### A small window of the routed layout, run 1

Window x 47 to 67, y 69 to 89 um. Cells in gray, sequential cells in the stronger gray; small squares are vias.
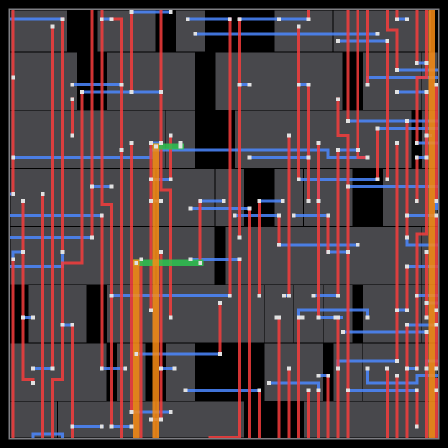
### Clock wiring as the flow saved it, run 1

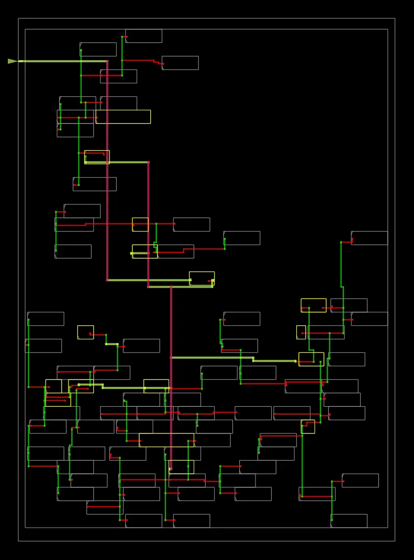
### Signal wires on met2, run 1

(4 px per um)
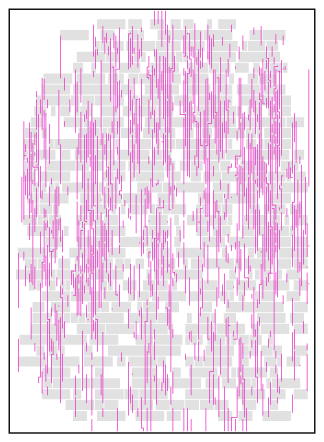
--- src/rtl/lcd_text_timing.sv ---
// DE-mode LCD raster timing and text-cell address generator, free-running, no backpressure.
// Latency: (h,v) -> Text_Addr 1 cycle; -> LCD_DE/Glyph_X/Glyph_Y 1+RAM_LATENCY cycles.
module lcd_text_timing #(
    parameter int H_ACTIVE    = 480,
    parameter int H_BACK      = 43,
    parameter int H_FRONT     = 8,
    parameter int V_ACTIVE    = 272,
    parameter int V_BACK      = 12,
    parameter int V_FRONT     = 8,
    parameter int CHAR_W      = 8,
    parameter int CHAR_H      = 16,
    parameter int RAM_LATENCY = 2,
    localparam int H_TOTAL = H_BACK + H_ACTIVE + H_FRONT,
    localparam int V_TOTAL = V_BACK + V_ACTIVE + V_FRONT,
    localparam int COLS    = H_ACTIVE / CHAR_W,
    localparam int ROWS    = V_ACTIVE / CHAR_H,
    localparam int ADDR_W  = $clog2(COLS * ROWS),
    localparam int ROW_W   = $clog2(ROWS),
    localparam int GX_W    = $clog2(CHAR_W),
    localparam int GY_W    = $clog2(CHAR_H)
) (
    input  logic              PixelClk,
    input  logic              Rst,
    input  logic [ROW_W-1:0]  Scroll_Row,
    output logic [ADDR_W-1:0] Text_Addr,
    output logic              LCD_DE,
    output logic [GX_W-1:0]   Glyph_X,
    output logic [GY_W-1:0]   Glyph_Y,
    output logic              Frame_Start,
    output logic              Vblank,
    output logic [7:0]        Frame_Cnt
);
    localparam int HW = $clog2(H_TOTAL);
    localparam int VW = $clog2(V_TOTAL);

    logic [HW-1:0]    h;
    logic [VW-1:0]    v;
    logic [ROW_W-1:0] scroll;
    logic             at_origin;
    logic             h_last;
    logic             v_last;
    logic             active;
    logic             v_blank_now;
    logic [HW-1:0]    px;
    logic [VW-1:0]    py;
    logic [ROW_W:0]   drow_sum;
    logic [ROW_W:0]   drow;
    logic [ADDR_W-1:0] addr_next;

    logic [RAM_LATENCY:0] de_pipe;
    logic [GX_W-1:0]      gx_pipe [RAM_LATENCY+1];
    logic [GY_W-1:0]      gy_pipe [RAM_LATENCY+1];

    always_comb begin
        at_origin   = (h == '0) && (v == '0);
        h_last      = (h == HW'(H_TOTAL - 1));
        v_last      = (v == VW'(V_TOTAL - 1));
        v_blank_now = (v < VW'(V_BACK)) || (v >= VW'(V_BACK + V_ACTIVE));
        active      = (h >= HW'(H_BACK)) && (h < HW'(H_BACK + H_ACTIVE)) && !v_blank_now;
        px          = h - HW'(H_BACK);
        py          = v - VW'(V_BACK);
        // prow < ROWS and scroll < ROWS, so one conditional subtract folds the wrap
        drow_sum    = {1'b0, ROW_W'(py[VW-1:GY_W])} + {1'b0, scroll};
        drow        = (drow_sum >= (ROW_W+1)'(ROWS)) ? drow_sum - (ROW_W+1)'(ROWS) : drow_sum;
        addr_next   = ADDR_W'(drow) * ADDR_W'(COLS) + ADDR_W'(px[HW-1:GX_W]);
    end

    always_ff @(posedge PixelClk) begin
        if (Rst) begin
            h           <= '0;
            v           <= '0;
            scroll      <= '0;
            Text_Addr   <= '0;
            Frame_Start <= 1'b0;
            Frame_Cnt   <= '0;
            Vblank      <= 1'b1;
        end else begin
            h <= h_last ? '0 : h + 1'b1;
            if (h_last) begin
                v <= v_last ? '0 : v + 1'b1;
            end
            // Scroll only changes at the frame origin so a frame is never torn
            if (at_origin && (Scroll_Row < ROW_W'(ROWS))) begin
                scroll <= Scroll_Row;
            end
            if (active) begin
                Text_Addr <= addr_next;
            end
            Frame_Start <= at_origin;
            if (at_origin) begin
                Frame_Cnt <= Frame_Cnt + 8'd1;
            end
            Vblank <= v_blank_now;
        end
    end

    always_ff @(posedge PixelClk) begin
        if (Rst) begin
            de_pipe <= '0;
            for (int i = 0; i <= RAM_LATENCY; i++) begin
                gx_pipe[i] <= '0;
                gy_pipe[i] <= '0;
            end
        end else begin
            de_pipe    <= {de_pipe[RAM_LATENCY-1:0], active};
            gx_pipe[0] <= active ? px[GX_W-1:0] : '0;
            gy_pipe[0] <= active ? py[GY_W-1:0] : '0;
            for (int i = 1; i <= RAM_LATENCY; i++) begin
                gx_pipe[i] <= gx_pipe[i-1];
                gy_pipe[i] <= gy_pipe[i-1];
            end
        end
    end

    assign LCD_DE  = de_pipe[RAM_LATENCY];
    assign Glyph_X = gx_pipe[RAM_LATENCY];
    assign Glyph_Y = gy_pipe[RAM_LATENCY];
endmodule

--- config.mk ---
export PLATFORM = sky130hd
export DESIGN_NAME = lcd_text_timing
export DESIGN_NICKNAME = d
export VERILOG_FILES = /design/src/rtl/lcd_text_timing.sv
export SDC_FILE = /design/constraint.sdc
export NUM_CORES = 1
export LEC_CHECK = 0
export CORE_ASPECT_RATIO = 1.4
export CORE_UTILIZATION = 52
export CTS_CLUSTER_DIAMETER = 150
export DETAILED_ROUTE_END_ITERATION = 8
export MAX_ROUTING_LAYER = met4
export PLACE_DENSITY_LB_ADDON = 0.12
export SYNTH_ARGS = -nofsm -noshare
export SYNTH_HDL_FRONTEND = slang
export SYNTH_SLANG_ARGS = --single-unit
export TNS_END_PERCENT = 1
--- constraint.sdc ---
create_clock -name PixelClk -period 4.9 [get_ports PixelClk]
set_input_delay 0.98 -clock PixelClk [delete_from_list [all_inputs] [get_ports PixelClk]]
set_output_delay 0.98 -clock PixelClk [all_outputs]
set_load 0.01 [all_outputs]
==> impl_metrics.csv, run 1 <==
group,metric,value,unit
power_and_ir_drop,powerSeq,570,uW
route,number_of_routed_nets_with_antenna_violations,0,
global_routing,first_global_vias,3297,
power_and_ir_drop,p_clk_share,16.1,%
floorplanning,chipArea,8020,um2
layout,final_cells,620,
synth,ys_sh_aoi,9.33,%
layout,post_route_cells_drive_above_1_share,24.9,%
critical_path,cpLargestDelayFamily,"adder cells",
global_routing,top_usage_layer,"met2",
cts,clockRootBuffer,"clkbuf_8",
timing,fin_crit,5390,ps
global_routing,gr-usage-met3,4.59,%
placed_design,place.port_buffers,34,
timing,finalMaxSlewViolations,0,
floorplanning,floorplan.io_pins,35,
timing,finalSetupTns,-1470,ps
outcome,run_status,"finished with violations",
critical_path,critical_path_buf_inv_count,5,
power_and_ir_drop,swShare,38.3,%
route,initial_detailed_routing_violation_count,87,
min_path,worstHoldPathType,"reg2reg",
layout,final_common_cell,"dfxtp_1",
power_and_ir_drop,power.sequential.fraction,18.1,%
cts,cts_hold_buffers,0,
layout,regMostFlops,"gy_pipe",
cts,cts_tree,"yes",
critical_path,cpPeakStageDelay,570,ps
layout,areaGrowthSynthToFinish,31.1,%
route,total_via_count_in_the_routed_design,3153,
route,highest-signal-layer,"met4",
timing,final_critical_path_setup_slack,-486,ps
route,detailroute.wirelength.met2,4680,um
critical_path,worstSetupStartpointType,"register",
floorplanning,fp-row-count,37,
synth,synth.cellmix.xorXnorShare,10.6,%
global_routing,grt.overflow.total,0,
synth,synthDistinctLibCells,56,
global_routing,grt_first_pass_wirelength,14500,um
cts,clock-sinks,68,
route,routed_via_density,5.09,
synth,area_share_of_fa_ha_maj_cells_after_synthesis,14.3,%
power_and_ir_drop,total_power,3.15,mW
placed_design,dp_slack,-432,ps
power_and_ir_drop,largestPowerGroup,"combinational cells",
global_routing,grt_start_max_net_pins,29,
critical_path,worst_ep_required,5160,ps
power_and_ir_drop,netSwitchingPower,1.21,mW
placed_design,place.detailed.instances,596,
power_and_ir_drop,power.clock.total,508,uW
route,drc,0,
synth,post_synth_and_or_nand_nor_area_fraction,22.0,%
power_and_ir_drop,intPower,1.95,mW
job,timing.max_cap.violations,0,
placed_design,place.gp.congestion,0.819,
synth,synth-main-ff-cell,"dfxtp_1",
synth,synthesis.area_per_instance,9.03,um2
critical_path,highest_net_fanout_along_the_worst_path,3,
synth,async_reset_ff_share,0,%
critical_path,worst-endpoint-arrival,5650,ps
layout,postLayoutCellArea,5220,um2
layout,largest_reg_flops,12,
route,wl_met1,3370,um
synth,yosysCellCount,441,
synth,synth_seq_share,34.2,%
synth,post_synth_main_logic_family,"simple AND/OR/NAND/NOR gates",
timing,finalClockPeriodUsage,110,%
synth,synthesis_stage_register_bit_count,68,
outcome,violations,"setup timing",
route,routed_wire_length_per_instance,13.8,um
floorplanning,die_y,106,um
timing,grt_setup_unrepaired,"yes",
global_routing,grtUsageTotal,23.4,%
synth,ys_area,3980,um2
global_routing,grt_antenna_before_repair,0,
power_and_ir_drop,powerComb,2.07,mW
synth,synthesis.area,3980,um2
job,stage_log_warnings,37,
cts,htreeDepth,3,
floorplanning,std_cell_core_area,7360,um2
critical_path,crit_path_end_kind,"register",
power_and_ir_drop,p_per_area,604,nW/um2
synth,synthCells,441,
route,first_pass_iters,6,
timing,timing.final.hold_violations,0,
timing,worst-slew-pin-transition,669,ps
synth,ys_sh_mux,3.11,%
cts,clockBufferDepth,2,
route,wl_met3,214,um
global_routing,grt.met1_usage,23.8,%
synth,enable_flop_cells,0,
layout,most_instantiated_logic_cells_after_routing,"dfxtp_1, nor2_1, buf_4",
layout,final_core_util,71.0,%
power_and_ir_drop,power_frac_comb,65.8,%
placed_design,dpl-instance-area,4710,um2
timing,achievable-frequency,186,MHz
timing,final-setup-viol-count,5,
power_and_ir_drop,max-vdd-ir-drop,0.701,mV
## Picture notes: 'A small window of the routed layout'
met1: in blue. met3: in green. met4: in orange. met2: in red.
37 logic cells have their middle in the window. Sequential cells in the window: 0. Most frequent: inv_1 (8), buf_4 (7), fa_1 (3).

## Picture notes: 'Clock wiring as the flow saved it'
TritonCTS buffer count: 9
clock tree skew after final layout: 11.5 ps
Late-Pin Clk Latency: 350 ps

## Picture notes: 'Signal wires on met2'
The wires run mostly vertical. 486 nets have wire on it. The layer carries 4680 um of wire. The longest straight run is 38.4 um. The layer holds 55% of the routed length.
total routed wirelength: 8560 um
met2 layer usage reported by global route: 43.1%

[run 1: what timing repair did]
item                                   4_1_cts  5_1_grt
pin swaps                                    5       19
buffers inserted                             4        4
gates resized                                9       38
endpoints found under the hold margin        0        0
setup endpoints to repair                    5        5
[run 1: synth_stat cells (6+ instances only)]
cell      number  share of area [%]
dfxtp_1       68                 34
and2_1         6               0.94
ha_1          28                8.8
mux2i_1        9                2.3
nor2_1        54                5.1
nand4_1        6               0.94
fa_1          11                5.5
buf_4          9                1.7
nand3_1       11                1.4
o21ai_0        6               0.75
nor3_1        12                1.5
nor2b_1       21                3.3
xor2_1        22                4.8
nand2_1       29                2.7
xnor2_1       26                5.7
clkbuf_1       8               0.75
inv_1         31                2.9
a21oi_1       20                2.5
[run 1: worst register-to-register path, cell delays in order, from the launching register on]
cell	delay, ps
dfxtp_4	360
ha_4	170
xnor2_2	150
ha_2	200
inv_2	40
fa_2	480
buf_6	140
ha_2	190
nor2_4	120
nand2_4	80
a21oi_4	240
buf_6	150
xnor2_4	70
fa_1	570
inv_2	60
fa_2	480
fa_2	560
inv_2	50
ha_4	270
o21ai_2	50
o21bai_1	220
a21oi_2	90
or3_1	320
o311ai_2	250
[run 1: path summary, 6_finish.rpt]
path	startpoint	endpoint	slack, ps	cells past startpoint
setup / recovery	v[3]	Text_Addr[9]	-490	23
setup reg to reg	v[3]	Text_Addr[9]	-490	23
hold / removal	de_pipe[0]	de_pipe[1]	430	1
hold reg to reg	de_pipe[0]	de_pipe[1]	430	1
[run 1: area by class of cell]
type	instances	area (um2)
well taps	97	121
inverters	31	116
multi-input cells	318	2620
repair buffers	90	772
clock buffers	9	124
clock inverters	7	98.8
fillers	571	2140
flip-flops and latches	68	1370
==> run 1 -> run 2 <==
--- a/config.mk
+++ b/config.mk
@@ -5,12 +5,13 @@
 export SDC_FILE = /design/constraint.sdc
 export NUM_CORES = 1
 export LEC_CHECK = 0
+export CAP_MARGIN = 15
 export CORE_ASPECT_RATIO = 1.4
 export CORE_UTILIZATION = 52
 export CTS_CLUSTER_DIAMETER = 150
 export DETAILED_ROUTE_END_ITERATION = 8
 export MAX_ROUTING_LAYER = met4
-export PLACE_DENSITY_LB_ADDON = 0.12
+export PLACE_DENSITY = 0.76
 export SYNTH_ARGS = -nofsm -noshare
 export SYNTH_HDL_FRONTEND = slang
 export SYNTH_SLANG_ARGS = --single-unit
### Signal wires on met2, run 2

(4 px per um)
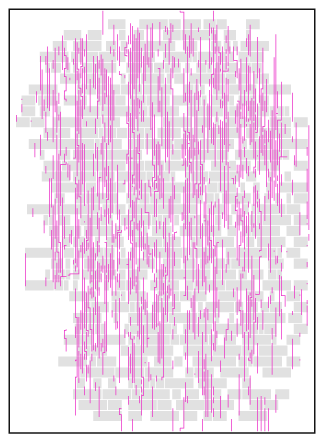
491 nets have wire on it. The longest straight run is 38.1 um. The layer holds 55% of the routed length. The wires run mostly vertical.

### Clock wiring as the flow saved it, run 2

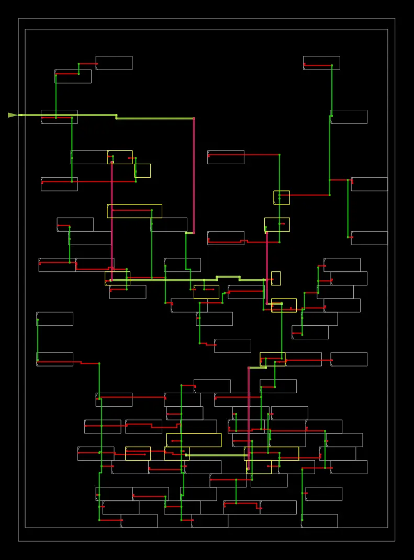
clock tree skew after final layout: 9.85 ps
registers: 68
clock group total power: 556 uW
clock buf count: 9

### A small window of the routed layout, run 2

Window x 47 to 67, y 69 to 89 um. Cells in gray, sequential cells in the stronger gray; small squares are vias.
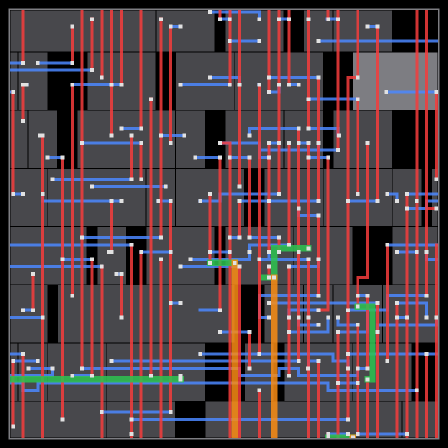
met2: in red. met3: in green. met1: in blue. met4: in orange.
Netlist names of flops here include Text_Addr (1). Most frequent: buf_4 (10), inv_1 (6), ha_1 (3). 42 logic cells have their middle in the window. Sequential cells in the window: 1.

==> run 2 against run 1 <==
The flow still finishes with violations (setup timing). Die area unchanged. Clock power grew 9.4%. Sequential power hardly changed. Critical path depth unchanged. Sequential share of layout area rose by 0.30 points. Wire length increased by 0.64%. Clock-buffer cell count did not move. Total power fell by 2.9%. Sequential cell count is the same. Core utilization shrank 0.80 points. Synthesized cell count stayed put. Critical path type unchanged. Highest routed layer unchanged.
==> impl_metrics.csv, run 2 <==
group,metric,value,unit
timing,worst-slew-pin-transition,670,ps
global_routing,grt_antenna_before_repair,0,
min_path,hold_path.startpoint,"gy_pipe[0][5]",
power_and_ir_drop,max-vdd-ir-drop,0.625,mV
placed_design,place.port_buffers,34,
timing,fin_crit,5220,ps
route,drc,0,
synth,synthDistinctLibCells,56,
min_path,holdPathStages,1,
global_routing,first_global_vias,3255,
critical_path,cpPeakStageDelay,510,ps
layout,filler_cells_inserted,533,
placed_design,dp_slack,-575,ps
critical_path,timing.rr.end,"Text_Addr[8]",
cts,clockBufferDepth,2,
timing,timing.final.hold_violations,0,
critical_path,ff2ff_setup_slack,-320,ps
synth,most_common_cell_in_the_netlist,"dfxtp_1",
route,initial_detailed_routing_violation_count,128,
critical_path,worst-endpoint-arrival,5490,ps
timing,achievable-frequency,192,MHz
synth,synthCells,441,
route,routed_via_density,5.30,
cts,htreeDepth,3,
synth,top_cell_area_share,34.2,%
power_and_ir_drop,p_per_area,593,nW/um2
route,number_of_routed_nets_with_antenna_violations,0,
cts,clock-sinks,68,
min_path,hold_path_end,"gy_pipe[0][9]",
layout,most_instantiated_logic_cells_after_routing,"dfxtp_1, nor2_1, buf_4",
synth,synth_seq_share,34.2,%
outcome,run_status,"finished with violations",
cts,cts_tree,"yes",
timing,finalClockPeriodUsage,106,%
synth,synthesis.area_per_instance,9.03,um2
outcome,violations,"setup timing",
layout,postLayoutCellArea,5160,um2
global_routing,grt_start_max_net_pins,28,
timing,final-setup-viol-count,4,
floorplanning,floorplan.io_pins,35,
power_and_ir_drop,power.sequential.fraction,18.6,%
global_routing,grtUsageTotal,23.2,%
timing,final_critical_path_setup_slack,-318,ps
route,total_via_count_in_the_routed_design,3258,
cts,clk_latency,340,ps
critical_path,worst_ep_required,5170,ps
synth,yosysCellCount,441,
layout,final_common_cell,"dfxtp_1",
critical_path,highest_net_fanout_along_the_worst_path,3,
timing,finalMaxSlewViolations,0,
cts,tritoncts.num_buffers,9,
layout,final_core_util,70.2,%
critical_path,crit-reg2reg-launch,"v[3]",
synth,synthesis.area,3980,um2
critical_path,critical_path_buf_inv_count,3,
timing,grt_setup_unrepaired,"yes",
synth,area_leaders,"dfxtp_1, ha_1, xnor2_1",
route,first_pass_iters,4,
power_and_ir_drop,swShare,36.4,%
synth,async_reset_ff_share,0,%
global_routing,grt.overflow.total,0,
floorplanning,fp-row-count,37,
layout,regMostFlops,"gy_pipe",
critical_path,crit_path_end_kind,"register",
layout,seqCellArea,1370,um2
synth,synthesis_stage_register_bit_count,68,
job,timing.max_cap.violations,0,
power_and_ir_drop,netSwitchingPower,1.12,mW
power_and_ir_drop,power_frac_comb,63.2,%
[run 2: cell counts after synthesis]
Identical to the previous run, type by type.
[run 2: worst max-delay path by stage]
stage,from,end,slack [ps],cells after the start
3_5_place_dp,v[3],Text_Addr[9],-580,22
3_3_place_gp,v[3],Text_Addr[9],-220,21
4_1_cts,v[5],Text_Addr[9],-320,19
2_1_floorplan,v[2],Text_Addr[9],-300,22
6_report,v[3],Text_Addr[8],-320,23
5_1_grt,v[3],Text_Addr[9],-550,23
[run 2: cell families after synthesis]
kind of cell,share of synthesized area (%)
flops,34.2
buf+inv,6.56
xor+xnor,10.6
compound gates,9.33
simple gates,22.0
fa+ha+maj,14.3
mux,3.11
[run 2: timing repair]
action | CTS | global route
hold buffers | 0 | 0
pin swaps | 16 | 9
gates resized | 32 | 6
setup buffers | 6 | 2
setup endpoints to repair | 5 | 5
[run 2: final cells by class]
type,instances,share of cell area (%)
well taps,97,2.35
flip-flops and latches,68,26.5
inverters,31,2.25
repair buffers,86,14.3
multi-input cells,318,50.1
clock buffers,9,2.40
clock inverters,6,2.18
[run 2: layer usage]
layer	GRT usage, %	wire (um)
met1	23.1	3430
met2	43.5	4720
met3	4.50	224
met4	10.0	240
met5	-	0
[run 2: power by group through the flow]
stage | Clock [mW] | Combinational (mW) | Sequential, mW
floorplan | 0 | 1.02 | 0.582
global placement | 0 | 1.62 | 0.583
detailed placement | 0 | 1.71 | 0.583
CTS | 0.565 | 1.89 | 0.570
global route | 0.592 | 2.10 | 0.571
finish | 0.556 | 1.94 | 0.570
[run 2: through the flow]
stage	power (mW)	hold slack, ps	instances
after floorplan	1.61	414	441
after CTS	3.02	439	613
after global placement	2.20	421	592
after detailed placement	2.29	420	592
final	3.06	440	615
after global routing	3.27	453	615
==> run 2 -> run 3 <==
--- a/config.mk
+++ b/config.mk
@@ -5,6 +5,7 @@
 export SDC_FILE = /design/constraint.sdc
 export NUM_CORES = 1
 export LEC_CHECK = 0
+export ABC_CLOCK_PERIOD_IN_PS = 4900
 export CAP_MARGIN = 15
 export CORE_ASPECT_RATIO = 1.4
 export CORE_UTILIZATION = 52
### A small window of the routed layout, run 3

Window x 47 to 67, y 69 to 89 um. Cells in gray, sequential cells in the stronger gray; small squares are vias.
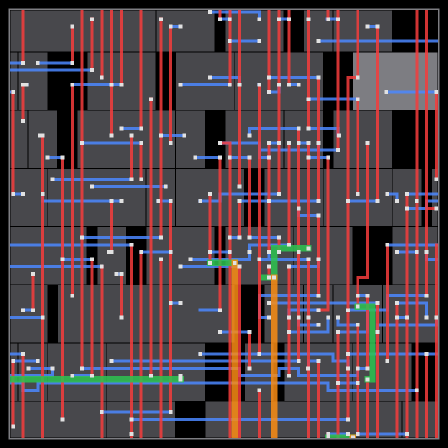

### Clock wiring as the flow saved it, run 3

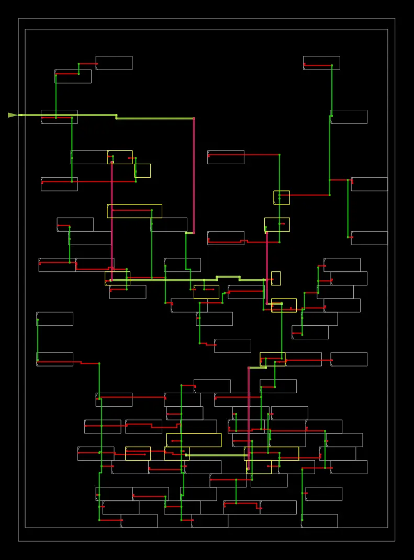
Late-Pin Clk Latency: 340 ps
Clock Sink Count: 68

### Signal wires on met2, run 3

(4 px per um)
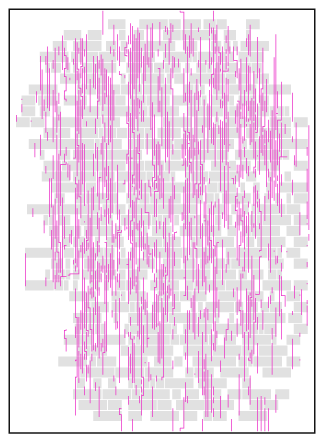
total routed wirelength: 8610 um
total via count in the routed design: 3258
met2 layer usage reported by global route: 43.5%

==> run 3 against run 2 <==
The flow still finishes with violations (setup timing). Synthesized cell count stayed put. Core utilization is the same. Sequential power barely moved. Die area stayed put. Register-to-register slack hardly changed. Clock power is essentially flat. Critical path type unchanged. Total power unchanged. Highest routed layer unchanged.
==> impl_metrics.csv, run 3 <==
group,metric,value,unit
outcome,run_status,"finished with violations",
outcome,violations,"setup timing",
timing,final_critical_path_setup_slack,-318,ps
layout,postLayoutCellArea,5160,um2
synth,synthCells,441,
timing,finalClockSkew,9.85,ps
layout,regMostFlops,"gy_pipe",
layout,final_core_util,70.2,%
route,initial_detailed_routing_violation_count,128,
critical_path,cpLargestDelayFamily,"adder cells",
route,drc,0,
job,stage_log_warnings,37,
job,timing.max_cap.violations,0,
critical_path,ff2ff_setup_slack,-320,ps
floorplanning,die_y,106,um
timing,finalMaxSlewViolations,0,
synth,synthesis_stage_register_bit_count,68,
critical_path,path_cells,"a21oi_2 > xor2_1 > buf_4 > ha_1 > a21o_1 > a21oi_2 > xor2_2 > nand2_4 > a21oi_4 > buf_4 > mux2_2 > fa_1 > fa_1 > inv_1 > ha_4 > xnor2_1 > ha_1 > o21a_1 > o31a_1 > o221a_2 > xor2_1 > nand2_1 > a21oi_1",
global_routing,grt_antenna_before_repair,0,
min_path,hold_path_end,"gy_pipe[0][9]",
timing,timing.final.hold_violations,0,
synth,async_reset_ff_share,0,%
timing,worst-slew-pin-transition,670,ps
global_routing,grt_first_pass_wirelength,14400,um
synth,ys_area,3980,um2
synth,synth-main-ff-cell,"dfxtp_1",
floorplanning,fp-row-count,37,
critical_path,r2r.worst_path.cells,23,
power_and_ir_drop,total_power,3.06,mW
placed_design,post-dp-hpwl,6270,um
timing,grt_setup_unrepaired,"yes",
route,routed_wire_length_per_instance,14.0,um
min_path,worstHoldPathType,"reg2reg",
route,routed_via_density,5.30,
synth,synthDistinctLibCells,56,
layout,fin_nets,560,
cts,htreeDepth,3,
cts,clockRootBuffer,"clkbuf_8",
cts,cts_hold_buffers,0,
layout,final_cells,615,
critical_path,timing.rr.end,"Text_Addr[8]",
layout,final_common_cell,"dfxtp_1",
layout,areaGrowthSynthToFinish,29.6,%
cts,clockBufferDepth,2,
timing,fin_crit,5220,ps
placed_design,place.gp.congestion,0.903,
critical_path,crit-reg2reg-launch,"v[3]",
critical_path,worst_ep_required,5170,ps
layout,post_route_cells_drive_above_1_share,22.2,%
timing,final-setup-viol-count,4,
layout,most_instantiated_logic_cells_after_routing,"dfxtp_1, nor2_1, buf_4",
placed_design,place.port_buffers,34,
synth,top_area_cell,"dfxtp_1",
power_and_ir_drop,max-vdd-ir-drop,0.625,mV
floorplanning,std_cell_core_area,7360,um2
power_and_ir_drop,p_per_area,593,nW/um2
critical_path,crit_path_end_kind,"register",
synth,most_common_cell_in_the_netlist,"dfxtp_1",
synth,enable_flop_cells,0,
synth,synth_seq_share,34.2,%
placed_design,dp_slack,-575,ps
placed_design,place.detailed.instances,592,
synth,synthesis.area,3980,um2
timing,timing.hold.ws,440,ps
global_routing,grt_start_max_net_pins,28,
timing,finalClockPeriodUsage,106,%
timing,finalSetupTns,-1110,ps
global_routing,grtUsageTotal,23.2,%
route,first_pass_iters,4,
layout,largest_reg_flops,12,
critical_path,worstSetupStartpointType,"register",
critical_path,cpPeakStageDelay,510,ps
cts,tritoncts.num_buffers,9,
critical_path,critical_path_buf_inv_count,3,
floorplanning,floorplan.io_pins,35,
synth,synth.top_cells.by_count,"dfxtp_1, nor2_1, inv_1",
synth,area_leaders,"dfxtp_1, ha_1, xnor2_1",
synth,synthesis.area_per_instance,9.03,um2
global_routing,grt.overflow.total,0,
placed_design,dpl-instance-area,4680,um2
cts,cts_tree,"yes",
synth,top_cell_area_share,34.2,%
critical_path,worst-endpoint-arrival,5490,ps
timing,achievable-frequency,192,MHz
floorplanning,fp_util,54.1,%
global_routing,first_global_vias,3255,
min_path,holdPathStages,1,
critical_path,highest_net_fanout_along_the_worst_path,3,
floorplanning,chipArea,8020,um2
synth,yosysCellCount,441,
route,number_of_routed_nets_with_antenna_violations,0,
## run 3: cell counts in the layout (fill, tap and decap cells not counted)
Identical to the previous run, type by type.
## run 3: power breakdown
group          leakage (nW)  internal [mW]  switching (mW)
sequential            0.551          0.561         0.00986
combinational          1.49           1.05           0.887
clock                 0.120          0.337           0.219
total                  2.17           1.95            1.12
## run 3: what timing repair did
action	4_1_cts	5_1_grt
pin swaps	16	9
gates resized	32	6
setup endpoints to repair	5	5
setup buffers	6	2
## run 3: layout make-up
cell class,instances,area (um2),area share [%]
timing repair buffer,86,738,14.3
tap,97,121,2.35
inverter,31,116,2.25
clock inverter,6,113,2.18
sequential,68,1370,26.5
clock buffer,9,124,2.40
multi-input combinational,318,2580,50.1
## run 3: how the worst max path moves through the flow
stage                     slack, ps            to  cells after the start  start
after detailed placement       -580  Text_Addr[9]                     22   v[3]
after global routing           -550  Text_Addr[9]                     23   v[3]
final                          -320  Text_Addr[8]                     23   v[3]
after global placement         -220  Text_Addr[9]                     21   v[3]
after floorplan                -300  Text_Addr[9]                     22   v[2]
after CTS                      -320  Text_Addr[9]                     19   v[5]
## run 3: per-layer routing
metal	track usage (%)	wire length [um]	vias to the layer above
li1	-	-	1600
met1	23.1	3430	1568
met2	43.5	4720	60
met3	4.50	224	30
met4	10.0	240	0
met5	-	0	-
## run 3: logic make-up after synthesis
kind of cell / after synthesis / synth area share [%]
AOI/OAI and AO/OA: 54 / 9.33
muxes: 12 / 3.11
adders and majority gates: 39 / 14.3
xor gates and xnor gates: 48 / 10.6
DFF: 68 / 34.2
buffers and inverters: 55 / 6.56
and+or+nand+nor: 165 / 22.0

==> gallery <==
Port wiring.
(4 px per um)
panel A
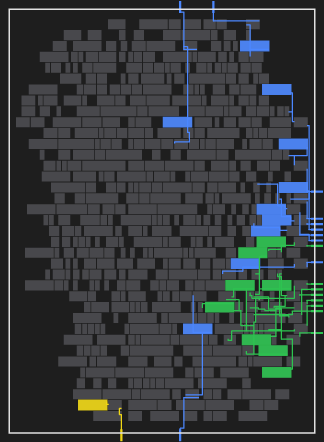
panel B
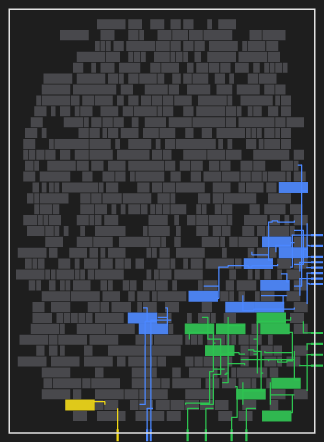
Panel A comes from run 3.
Panel B comes from run 1.

Key to panel B:
Frame_Cnt: in green, direction output, end cells 8, buffers 8, wire 268 um. Vblank: in yellow, direction output, end cells 1, buffers 1, wire 9.10 um. Text_Addr: in blue, direction output, end cells 10, buffers 10, wire 261 um.

No activity file was given, so power comes from the tool's default toggle rates.
